==> config.mk <==
export PLATFORM = sky130hd
export DESIGN_NAME = collision_detector
export DESIGN_NICKNAME = d
export VERILOG_FILES = /design/src/rtl/snake_pkg.sv /design/src/rtl/collision_detector.sv
export SDC_FILE = /design/constraint.sdc
export NUM_CORES = 1
export LEC_CHECK = 0
export ABC_CLOCK_PERIOD_IN_PS = 5290
export CAP_MARGIN = 20
export CORE_UTILIZATION = 55
export DETAILED_ROUTE_END_ITERATION = 6
export PLACE_DENSITY = 0.86
export REMOVE_ABC_BUFFERS = 1
export SYNTH_ARGS = -nofsm -noshare
export SYNTH_HDL_FRONTEND = slang
export SYNTH_SLANG_ARGS = --single-unit
==> constraint.sdc <==
create_clock -name clock -period 5.29 [get_ports clock]
set_input_delay 0.529 -clock clock [delete_from_list [all_inputs] [get_ports clock]]
set_output_delay 0.529 -clock clock [all_outputs]
set_load 0.02 [all_outputs]
==> src/rtl/snake_pkg.sv <==
// Shared snake-game definitions: playfield geometry, segment memory sizing,
// coordinate type and the detector state encoding reused by neighbouring blocks.
package snake_pkg;

  localparam int GRID_W  = 32;
  localparam int GRID_H  = 24;
  localparam int COORD_W = 6;
  localparam int MAX_LEN = 64;
  localparam int IDX_W   = 6;

  typedef logic [COORD_W-1:0] coord_t;
  typedef logic [IDX_W:0]     len_t;

  typedef enum logic [1:0] {
    IDLE = 2'b00,
    WALL = 2'b01,
    SCAN = 2'b10
  } state_t;

  // A zero length still means the head exists; lengths past the RAM depth saturate.
  function automatic len_t clamp_len(input len_t raw);
    if (raw == '0) return len_t'(1);
    if (raw > len_t'(MAX_LEN)) return len_t'(MAX_LEN);
    return raw;
  endfunction

endpackage

==> src/rtl/collision_detector.sv <==
// Per-move collision check: wall test on the latched head, then a pipelined
// scan of body segments 1..len-1 read from the one-cycle-latency segment RAM.
module collision_detector
  import snake_pkg::*;
(
  input  logic             clock,
  input  logic             reset,
  input  logic             moveTick,
  input  coord_t           headX,
  input  coord_t           headY,
  input  len_t             snakeLength,
  output logic [IDX_W-1:0] segAddr,
  input  coord_t           segX,
  input  coord_t           segY,
  output logic             busy,
  output logic             checkDone,
  output logic             collision,
  output logic             tickOverrun
);

  localparam coord_t X_LIMIT = coord_t'(GRID_W);
  localparam coord_t Y_LIMIT = coord_t'(GRID_H);
  localparam len_t   LEN_ONE = len_t'(1);

  state_t           state_reg;
  coord_t           head_x_reg;
  coord_t           head_y_reg;
  len_t             len_reg;
  logic [IDX_W-1:0] seg_addr_reg;
  logic [IDX_W-1:0] data_idx_reg;
  logic             valid_reg;
  logic             busy_reg;
  logic             done_reg;
  logic             collision_reg;
  logic             overrun_reg;

  logic [IDX_W-1:0] last_idx;
  logic             wall_hit;
  logic             seg_hit;

  // len is 1..MAX_LEN, so the low bits minus one wrap correctly to MAX_LEN-1.
  assign last_idx = len_reg[IDX_W-1:0] - IDX_W'(1);
  assign wall_hit = (head_x_reg >= X_LIMIT) || (head_y_reg >= Y_LIMIT);
  assign seg_hit  = (segX == head_x_reg) && (segY == head_y_reg);

  always_ff @(posedge clock or negedge reset) begin
    if (!reset) begin
      state_reg     <= IDLE;
      head_x_reg    <= '0;
      head_y_reg    <= '0;
      len_reg       <= '0;
      seg_addr_reg  <= '0;
      data_idx_reg  <= '0;
      valid_reg     <= 1'b0;
      busy_reg      <= 1'b0;
      done_reg      <= 1'b0;
      collision_reg <= 1'b0;
      overrun_reg   <= 1'b0;
    end else begin
      done_reg <= 1'b0;
      case (state_reg)
        IDLE: begin
          seg_addr_reg <= '0;
          valid_reg    <= 1'b0;
          if (moveTick) begin
            head_x_reg <= headX;
            head_y_reg <= headY;
            len_reg    <= clamp_len(snakeLength);
            busy_reg   <= 1'b1;
            state_reg  <= WALL;
          end
        end

        WALL: begin
          if (moveTick) overrun_reg <= 1'b1;
          if (wall_hit) begin
            collision_reg <= 1'b1;
            done_reg      <= 1'b1;
            busy_reg      <= 1'b0;
            state_reg     <= IDLE;
          end else if (len_reg <= LEN_ONE) begin
            done_reg  <= 1'b1;
            busy_reg  <= 1'b0;
            state_reg <= IDLE;
          end else begin
            seg_addr_reg <= IDX_W'(1);
            valid_reg    <= 1'b0;
            state_reg    <= SCAN;
          end
        end

        SCAN: begin
          if (moveTick) overrun_reg <= 1'b1;
          // RAM data always trails the address by one cycle; the first data
          // word after entry belongs to the pre-scan address and is ignored.
          valid_reg    <= 1'b1;
          data_idx_reg <= seg_addr_reg;
          if (seg_addr_reg != last_idx) seg_addr_reg <= seg_addr_reg + 1'b1;
          if (valid_reg && seg_hit) begin
            collision_reg <= 1'b1;
            done_reg      <= 1'b1;
            busy_reg      <= 1'b0;
            seg_addr_reg  <= '0;
            valid_reg     <= 1'b0;
            state_reg     <= IDLE;
          end else if (valid_reg && (data_idx_reg == last_idx)) begin
            done_reg     <= 1'b1;
            busy_reg     <= 1'b0;
            seg_addr_reg <= '0;
            valid_reg    <= 1'b0;
            state_reg    <= IDLE;
          end
        end

        default: begin
          busy_reg     <= 1'b0;
          seg_addr_reg <= '0;
          state_reg    <= IDLE;
        end
      endcase
    end
  end

  assign segAddr     = seg_addr_reg;
  assign busy        = busy_reg;
  assign checkDone   = done_reg;
  assign collision   = collision_reg;
  assign tickOverrun = overrun_reg;

endmodule

==> results.txt <==
The implementation run finished. The run finished with clean final reports. Number of slew-limit violations in the final report landed at 0. Per the final layout report, the fraction of cells sized above drive strength 1 comes to 0.1514. The worst setup path is captured at a flip-flop. Setup repair after global routing left no endpoint under its margin.

Met2 wire length landed at 2057 um. Counting both buffers and inverters, the worst setup path holds a total of 1. The critical path endpoint has a required time of 5.50 ns. The worst pin sits at a relative slew slack of 0.3521. Met3 layer wire length in the routed design landed at 223 um. OpenROAD emitted warnings numbering 29. In the layout the commonest cells are sky130_fd_sc_hd__clkdlybuf4s50_1, sky130_fd_sc_hd__dfrtp_1, sky130_fd_sc_hd__mux2_2. After synthesis, the netlist uses 47 different library cells.

Portion of synthesized cell area occupied by the leading cell type landed at 0.4220. RePlAce ended its routability-driven mode at a weighted congestion of 0.8874. Number of diodes landed at 0. During synthesis, Yosys emitted a total of 0 warnings. Per STA, the worst path is made up of inv_1 -> ha_1 -> xnor3_1 -> a22oi_1 -> a2111oi_2 -> a311oi_2 -> nand2_1 -> o211ai_1. For this design the top-level I/O count stands at 44. Netlist area before placement landed at 2253 um2. Global-route usage over all layers landed at 0.2331. The routed design shows a wire length per standard cell of 14.51 um.

Per the synthesis report, the dominant area consumer among library cells is sky130_fd_sc_hd__dfrtp_1. The final report gives the core utilization as 0.7375. The register with the most flip-flops in the layout has 7 of them. Initial antenna violation count landed at 0. Number of DRC violations after detailed-routing iteration 0 landed at 120.
## how the worst max path moves through the flow
stage / slack [ns] / endpoint / from / cells after the start
after global routing: 2.22 / segAddr[5] / len_reg[0] / 8
after global placement: 2.56 / segAddr[2] / len_reg[0] / 8
final: 2.41 / segAddr[5] / len_reg[0] / 8
after CTS: 2.44 / segAddr[5] / len_reg[0] / 8
after floorplan: 2.64 / segAddr[5] / len_reg[0] / 7
after detailed placement: 2.45 / segAddr[5] / len_reg[0] / 8
## area by class of cell
| cell class | count | share of cell area |
|---|---|---|
| Tap cell | 48 | 0.02144 |
| Clock inverter | 1 | 0.01072 |
| Multi-Input combinational cell | 151 | 0.4292 |
| Clock buffer | 6 | 0.02948 |
| Timing Repair Buffer | 45 | 0.1563 |
| Inverter | 10 | 0.01340 |
| Sequential cell | 38 | 0.3394 |
## power by group through the flow
| stage | clock network, uW | logic, uW | registers, uW |
|---|---|---|---|
| after CTS | 254 | 666 | 501 |
| after floorplan | 0 | 506 | 490 |
| after global placement | 0 | 645 | 501 |
| final | 251 | 661 | 502 |
| after detailed placement | 0 | 660 | 506 |
| after global routing | 268 | 727 | 515 |
## worst reg2reg max path: stages, from the launching register on
cell                        delay, ns
sky130_fd_sc_hd__dfrtp_1         0.52
sky130_fd_sc_hd__inv_1           0.08
sky130_fd_sc_hd__ha_1            0.24
sky130_fd_sc_hd__xnor3_1         0.36
sky130_fd_sc_hd__a22oi_1         0.21
sky130_fd_sc_hd__a2111oi_2       0.09
sky130_fd_sc_hd__a311oi_2        0.81
sky130_fd_sc_hd__nand2_1         0.26
sky130_fd_sc_hd__o211ai_1        0.23
## logic make-up after synthesis
kind of cell               synth area share
DFF                                  0.4220
muxes                                0.1038
adders and majority gates           0.03887
xor gates and xnor gates             0.1221
buffers and inverters               0.04442
and+or+nand+nor                      0.1416
AOI/OAI and AO/OA                    0.1272
## cell usage after synthesis, drive strengths merged
| library cell | number |
|---|---|
| o311ai | 1 |
| nand4 | 2 |
| a31o | 1 |
| dfrtp | 38 |
| or2 | 1 |
| mux2 | 19 |
| mux2i | 2 |
| o2bb2ai | 1 |
| o211ai | 5 |
| xor2 | 5 |
| or3 | 4 |
| ha | 7 |
| a21oi | 7 |
| nor2b | 1 |
| a2bb2oi | 5 |
| xnor2 | 16 |
| nor3 | 4 |
| nor2 | 10 |
| a21bo | 1 |
| xor3 | 1 |
| nand2 | 18 |
| clkbuf | 7 |
| a22oi | 1 |
| a21o | 1 |
| o31ai | 1 |
| nand2b | 7 |
| xnor3 | 3 |
| a21boi | 2 |
| o22ai | 1 |
| nor4 | 1 |
| a311oi | 1 |
| a2111oi | 2 |
| o21ai | 7 |
| and2 | 1 |
| a211oi | 1 |
| o21a | 1 |
| nand3 | 9 |
| buf | 4 |
| inv | 10 |
| nor3b | 1 |
## per-stage QoR
| stage | cells | worst slack [ns] |
|---|---|---|
| floorplan | 199 | 2.638 |
| finish | 299 | 2.414 |
| CTS | 299 | 2.439 |
| global route | 299 | 2.224 |
| global placement | 291 | 2.562 |
| detailed placement | 292 | 2.451 |
Fig. 1: PDN straps and rails
Scale bar: 20 um. Pins as bars on the die edge.
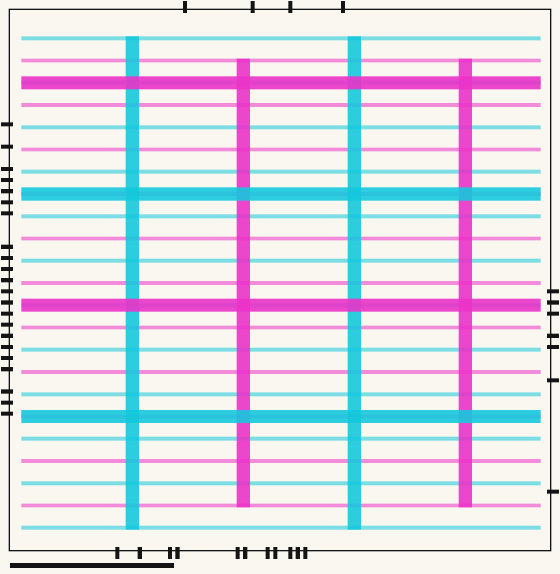
Key: cyan = VSS; magenta = VDD
4 straps on met5. 23 met1 rails follow the rows. 4 straps on met4. The core has 22 rows.

Fig. 2: metal 3
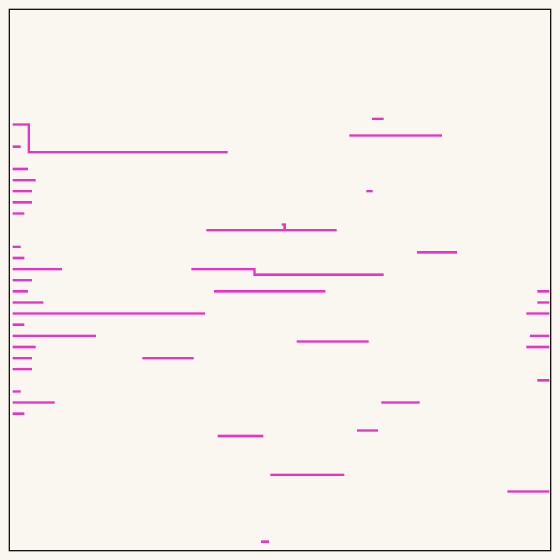
The longest straight run is 24.1 um. The layer holds 5.2% of the routed length.

No activity file was given, so power comes from the tool's default toggle rates.
